**src/rtl/mu0_pkg.sv**
```systemverilog
// Shared types and opcode constants for the MU0 control sequencer.
package mu0_pkg;

    // Sequencer control states, binary encoded.
    typedef enum logic [2:0] {
        ST_IDLE  = 3'd0,
        ST_FETCH = 3'd1,
        ST_EXEC1 = 3'd2,
        ST_EXEC2 = 3'd3,
        ST_PAUSE = 3'd4,
        ST_HALT  = 3'd5
    } state_t;

    // Opcode map; 12..15 are unassigned and treated as illegal.
    localparam logic [3:0] OP_LDA = 4'd0;
    localparam logic [3:0] OP_STA = 4'd1;
    localparam logic [3:0] OP_ADD = 4'd2;
    localparam logic [3:0] OP_SUB = 4'd3;
    localparam logic [3:0] OP_JMP = 4'd4;
    localparam logic [3:0] OP_JNE = 4'd5;
    localparam logic [3:0] OP_JEQ = 4'd6;
    localparam logic [3:0] OP_STP = 4'd7;
    localparam logic [3:0] OP_LDI = 4'd8;
    localparam logic [3:0] OP_LSL = 4'd9;
    localparam logic [3:0] OP_LSR = 4'd10;
    localparam logic [3:0] OP_JGE = 4'd11;

    localparam int OP_LAST_LEGAL = 11;

    // True when the opcode lies outside the implemented instruction set.
    function automatic logic op_is_illegal(input logic [3:0] op);
        return op > 4'(OP_LAST_LEGAL);
    endfunction

endpackage

```
**src/rtl/mu0_event_counter.sv**
```systemverilog
// Wrapping event counter with synchronous clear and increment enable.
module mu0_event_counter #(
    parameter int CNT_W = 16
) (
    input  logic             clk,
    input  logic             rst_n,
    input  logic             clear,
    input  logic             inc,
    output logic [CNT_W-1:0] count
);

    // Clear wins over increment so a restart always begins from zero.
    always_ff @(posedge clk) begin
        if (!rst_n)
            count <= '0;
        else if (clear)
            count <= '0;
        else if (inc)
            count <= count + CNT_W'(1);
    end

endmodule

```
**src/rtl/mu0_sequencer.sv**
```systemverilog
// MU0 control sequencer: FETCH/EXEC1/EXEC2 phase generation with memory
// stalls, run/halt, single-step, illegal-opcode fault and event counters.
module mu0_sequencer
    import mu0_pkg::*;
#(
    parameter int CNT_W      = 16,
    parameter bit AUTO_START = 1'b0
) (
    input  logic             clk,
    input  logic             rst_n,
    input  logic             start,
    input  logic             step_mode,
    input  logic             step,
    input  logic             mem_ready,
    input  logic [3:0]       op,
    input  logic             EXTRA,
    output logic             FETCH,
    output logic             EXEC1,
    output logic             EXEC2,
    output logic             busy,
    output logic             paused,
    output logic             halted,
    output logic             fault,
    output logic [CNT_W-1:0] instr_count,
    output logic [CNT_W-1:0] cycle_count
);

    localparam state_t RESET_STATE = AUTO_START ? ST_FETCH : ST_IDLE;

    state_t state;
    logic   op_illegal;
    logic   retire;
    logic   complete;
    logic   restart;

    assign op_illegal = op_is_illegal(op);

    // A start only counts from IDLE or HALT; it also wipes counters and fault.
    assign restart = start && (state == ST_IDLE || state == ST_HALT);

    // Retire/complete qualifiers; STP retires but heads to HALT, not onward.
    always_comb begin
        retire   = 1'b0;
        complete = 1'b0;
        case (state)
            ST_EXEC1: begin
                if (op_illegal) begin
                    retire = 1'b0;
                end else if (op == OP_STP) begin
                    retire = 1'b1;
                end else if (op == OP_STA) begin
                    retire   = mem_ready;
                    complete = mem_ready;
                end else if (!EXTRA) begin
                    retire   = 1'b1;
                    complete = 1'b1;
                end
            end
            ST_EXEC2: begin
                retire   = 1'b1;
                complete = 1'b1;
            end
            default: begin
                retire   = 1'b0;
                complete = 1'b0;
            end
        endcase
    end

    // Control state machine and sticky fault flag.
    always_ff @(posedge clk) begin
        if (!rst_n) begin
            state <= RESET_STATE;
            fault <= 1'b0;
        end else begin
            case (state)
                ST_IDLE, ST_HALT: begin
                    if (start) begin
                        state <= ST_FETCH;
                        fault <= 1'b0;
                    end
                end
                ST_FETCH: begin
                    if (mem_ready)
                        state <= ST_EXEC1;
                end
                ST_EXEC1: begin
                    if (op_illegal) begin
                        state <= ST_HALT;
                        fault <= 1'b1;
                    end else if (op == OP_STP) begin
                        state <= ST_HALT;
                    end else if (complete) begin
                        state <= step_mode ? ST_PAUSE : ST_FETCH;
                    end else if (op != OP_STA && EXTRA && mem_ready) begin
                        state <= ST_EXEC2;
                    end
                end
                ST_EXEC2: begin
                    state <= step_mode ? ST_PAUSE : ST_FETCH;
                end
                ST_PAUSE: begin
                    if (step || !step_mode)
                        state <= ST_FETCH;
                end
                default: begin
                    state <= RESET_STATE;
                end
            endcase
        end
    end

    // Moore outputs decoded straight from the state register.
    assign FETCH  = (state == ST_FETCH);
    assign EXEC1  = (state == ST_EXEC1);
    assign EXEC2  = (state == ST_EXEC2);
    assign busy   = FETCH || EXEC1 || EXEC2;
    assign paused = (state == ST_PAUSE);
    assign halted = (state == ST_HALT);

    mu0_event_counter #(.CNT_W(CNT_W)) u_instr_counter (
        .clk   (clk),
        .rst_n (rst_n),
        .clear (restart),
        .inc   (retire),
        .count (instr_count)
    );

    mu0_event_counter #(.CNT_W(CNT_W)) u_cycle_counter (
        .clk   (clk),
        .rst_n (rst_n),
        .clear (restart),
        .inc   (busy),
        .count (cycle_count)
    );

endmodule

```
**config.mk**
```make
export PLATFORM = sky130hd
export DESIGN_NAME = mu0_sequencer
export DESIGN_NICKNAME = d
export VERILOG_FILES = /design/src/rtl/mu0_pkg.sv /design/src/rtl/mu0_event_counter.sv /design/src/rtl/mu0_sequencer.sv
export SDC_FILE = /design/constraint.sdc
export NUM_CORES = 1
export LEC_CHECK = 0
export CORE_ASPECT_RATIO = 1.25
export CORE_MARGIN = 2
export CORE_UTILIZATION = 51
export CTS_CLUSTER_DIAMETER = 30
export CTS_CLUSTER_SIZE = 25
export DETAILED_ROUTE_END_ITERATION = 10
export PLACE_DENSITY_LB_ADDON = 0.15
export SETUP_SLACK_MARGIN = 0.3
export SLEW_MARGIN = 20
export SYNTH_ARGS = -nofsm -noshare
export SYNTH_HDL_FRONTEND = slang
export SYNTH_SLANG_ARGS = --single-unit
```
**constraint.sdc**
```tcl
create_clock -name clk -period 3.2 [get_ports clk]
set_input_delay 0.64 -clock clk [delete_from_list [all_inputs] [get_ports clk]]
set_output_delay 0.64 -clock clk [all_outputs]
set_load 0.1 [all_outputs]
```
==> Flow_metrics.wiki <==
== Run summary ==
{| class="wikitable"
! Metric !! Value
|-
| Result of the run || completed
|-
| Critical register-to-register path endpoint || u_cycle_counter.count[10]
|-
| Routed len/inst || 12.95 µm
|-
| Post-synthesis net count || 237
|-
| Post-synth top area share || around two fifths
|-
| First-pass GRT wire length || 6900 µm
|-
| CTS Root Buffer Type || sky130_fd_sc_hd__clkbuf_8
|-
| Antenna diode count || 0
|-
| Worst slack after detailed placement || 434.6 ps
|-
| Maximum Capacitance Violations || 0
|-
| Area added between synthesis and finish || 26.83%
|-
| Die area || 0.004111 mm²
|-
| Fraction of area in multi-input gates || 44.62%
|-
| Number of instances in the synthesized netlist || 224
|-
| TNS Setup || 0 ps
|-
| Final number of setup-violating endpoints || 0
|-
| Overall die height || 71.19 µm
|-
| Hold Crit Class || flip-flop to flip-flop
|-
| Reg2reg path depth || 5
|-
| Global routing met3 resource utilization || 5.119%
|-
| Number of global-route vias before repair || 1,551
|-
| Leading registers by flop count || u_cycle_counter.count (16), u_instr_counter.count (16), state (3)
|-
| Critical path required time || between 3000 and 4000 ps
|-
| Sequential cell area || 720.7 µm²
|-
| Yosys simple share || 30.43%
|-
| Number of routed nets with antenna violations || 0
|-
| Comb gates || 170
|-
| Power share of the clock group || 33.4%
|-
| Relative contribution of sequential cells to total power || 48.6%
|-
| Largest driver fanout on the critical path || 30
|-
| Busiest grt layer || met2
|-
| Clk slew on worst S/H paths || 60 ps
|-
| Portion of the layout cell area used by clock cells || between 3 and 4%
|-
| Cts-stage hold buffer count || 0
|-
| Initial DRT Pass Iterations || 4
|-
| Unrepaired setup endpoints after global routing || false
|-
| Post-Synth Adder-Cell Area || 1.359%
|-
| XOR/XNOR Fraction of Synth Area || 7.133%
|-
| Tool warning count || 26
|-
| Ranking of synthesized cells by instance count || sky130_fd_sc_hd__dfxtp_1, sky130_fd_sc_hd__nor2_1, sky130_fd_sc_hd__a21oi_1, sky130_fd_sc_hd__nand2_1, sky130_fd_sc_hd__nand3_1
|-
| Syn Area/Cell || 8.222 µm²
|-
| Sequential area share after synthesis || 39.13%
|-
| Sink count of the clock tree || 36
|-
| Top contributor to total power || registers
|-
| Largest net degree at the start of global routing || 31
|-
| Maximum level of the CTS H-tree || 2
|-
| Detail Route met2 WL || 1915 µm
|-
| Post-layout total power || about 0.00096 W
|-
| Layout fillers || 322
|-
| Peak ir drop on the vdd network || 0.3332 mV
|-
| Clock tree from TritonCTS || yes
|-
| Worst setup margin || 729.5 ps
|-
| Reg2reg setup slack || between 1000 and 1500 ps
|-
| Total via count in the routed design || 1,759
|-
| WL met1 || ~1800 µm
|-
| Total combinational power || about 0.00017 W
|-
| Non-CTS buffers || 51
|-
| Average vias per placed instance || 5.656
|-
| Worst path arrival time || 2630 ps
|-
| Max Clk Rate || 404.8 MHz
|-
| Count of routing violations after the opening detailed-route iteration || 75
|-
| Critical Path End || u_instr_counter.count[1]
|-
| Post-Route WL || 4026 µm
|-
| Worst-case hold path end point || u_instr_counter.count[13]
|-
| Measured slew at the worst slew-check pin || 673.9 ps
|-
| Netlist area before placement || 0.001842 mm²
|-
| Horizontal extent of the die || 57.75 µm
|-
| Number of sequential storage elements || 36
|-
| Total placed instance area || 0.002246 mm²
|-
| Crit. Startpoint || op[2]
|-
| Family with the most delay on the worst path || buffers and inverters
|-
| Commonest non-fill, non-tap cell in the layout || sky130_fd_sc_hd__buf_4
|-
| Startpoint type of the worst setup path || input port
|-
| Cell leakage power || 0.8999 nW
|-
| Count of pins on the block boundary || about 50
|-
| Slew HR || around 55%
|-
| Power density over cell area || just over 400 mW/mm²
|-
| Uppermost signal routing layer after detailed routing || met4
|-
| Multiplexer share || about 2.2%
|-
| Count of buffers added by post-CTS timing repair for setup || 0
|-
| Post-synth EDFFs || 0
|-
| Number of warning messages in the yosys log || 0
|-
| Synthesized chip area reported by yosys || 0.001842 mm²
|-
| Final critical-path share of the clock period || 77.20%
|-
| Most popular library cell in the synthesized design by count || sky130_fd_sc_hd__dfxtp_1
|-
| Critical hold path startpoint || u_instr_counter.count[13]
|-
| Reg-to-reg critical path startpoint || state[0]
|-
| AO/OA Area Share || 15.08%
|-
| Final Hold Violation Tally || 0
|-
| Number of inverters outside the clock class in the layout || 7
|-
| Total stage count of the critical path || 7
|-
| Overall global routing resource usage || approximately 21%
|-
| Chain of cells forming the critical path || clkdlybuf4s50_1, or4b_1, a21o_1, a41oi_2, buf_4, mux2i_1, nor2_1
|-
| Worst hold path cell count || 2
|-
| Net Sw Frac || 29.69%
|-
| Final weighted congestion of routability-driven global placement || 0.7973
|-
| Post-route DRC || 0
|-
| Top comb family, area || simple AND/OR/NAND/NOR gates
|-
| Global-route met1 utilization || 27.61%
|-
| Internal Pwr Total || 0.0006771 W
|-
| Share of post-route cells with drive strength above 1 || 19.12%
|-
| Amount of wire on met3 after detailed routing || 220 µm
|-
| HPWL Detailed || 2917 µm
|-
| Final global-route overflow total || 0
|-
| Logic cell area || 0.001042 mm²
|-
| Critical-path cell with the highest stage delay || sky130_fd_sc_hd__clkdlybuf4s50_1
|-
| DP Cell Count || between 300 and 400
|-
| Longest individual stage delay on the worst path || roughly 540 ps
|-
| Top cell category || logic gates
|-
| Insertion delay to the later sink of the worst-skew pair || 270 ps
|-
| Port bufs || just under 50
|-
| Synthesized flop and latch total || 36
|-
| Worst hold slack || 488.3 ps
|-
| Most instantiated logic cells after routing || sky130_fd_sc_hd__buf_4, sky130_fd_sc_hd__dfxtp_1, sky130_fd_sc_hd__nor2_1, sky130_fd_sc_hd__a21oi_1, sky130_fd_sc_hd__nand2_1
|-
| Crit Path Category || input port to flip-flop
|-
| Number of standard cells in the layout, taps in and fillers out || slightly above 300
|-
| # Cells Yosys || 224
|-
| Initial antenna violation count || 0
|-
| Non-clk buf share || between 15 and 20%
|-
| Number of pins exceeding their max-slew limit in the final report || 0
|-
| Time the final worst path needs with I/O delays and setup || 2470 ps
|-
| Cell type with the highest aggregate area in the netlist || sky130_fd_sc_hd__dfxtp_1
|}
### Routed metal per tile

Scale bar: 20 µm. The die is cut into 12 by 14 equal tiles; dark blue is low, red is high, scaled to the fullest tile. Values are wire area over tile area, all layers added.
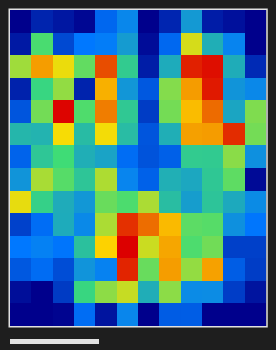
The mean over all tiles is 0.16. The emptiest ninth of the die: lower left. 35% of the tiles are over half the peak. 7.7% of the tiles are nearly empty. The densest ninth of the die: bottom center. The fullest tile reaches 0.39.

### Cell classes on the final placement

Fill, decap, tap and diode cells in gray.
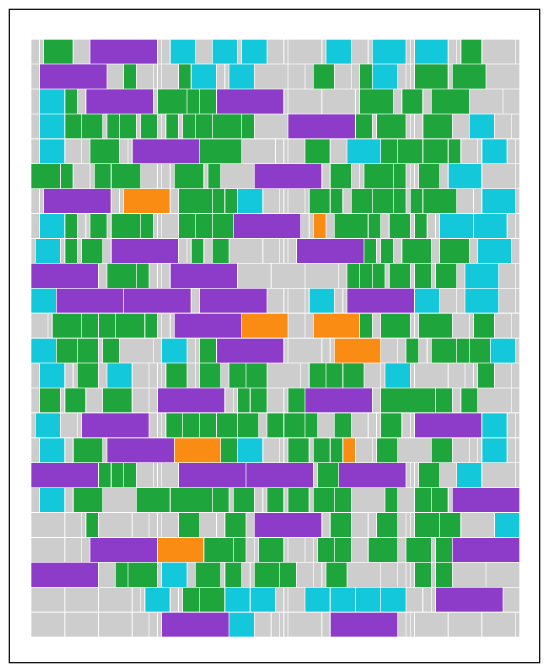
Green is all other logic, cells 177. Orange is clock drivers and dummy loads, cells 8. Purple is flip-flops, cells 36. Cyan is other buffers and delay cells, cells 51.
fraction of area in registers: 30.85%
core box area: 0.003483 mm²
final non-filler cell area: 0.002336 mm²
Rows: 24
Core Util, Final: 67.06%

### Clock nets

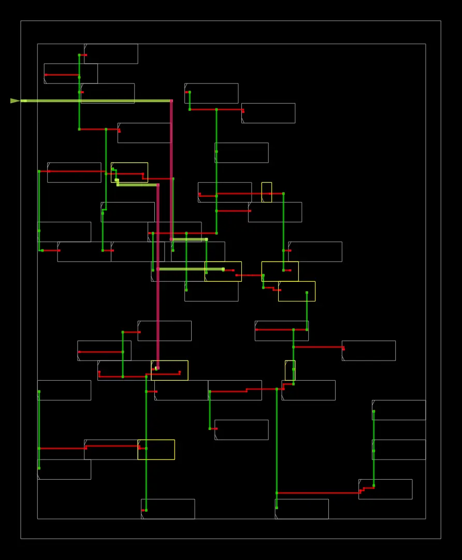
worst setup skew after layout: 4.391 ps
number of buffers inserted during clock tree synthesis: 5

No activity file was given, so power comes from the tool's default toggle rates.
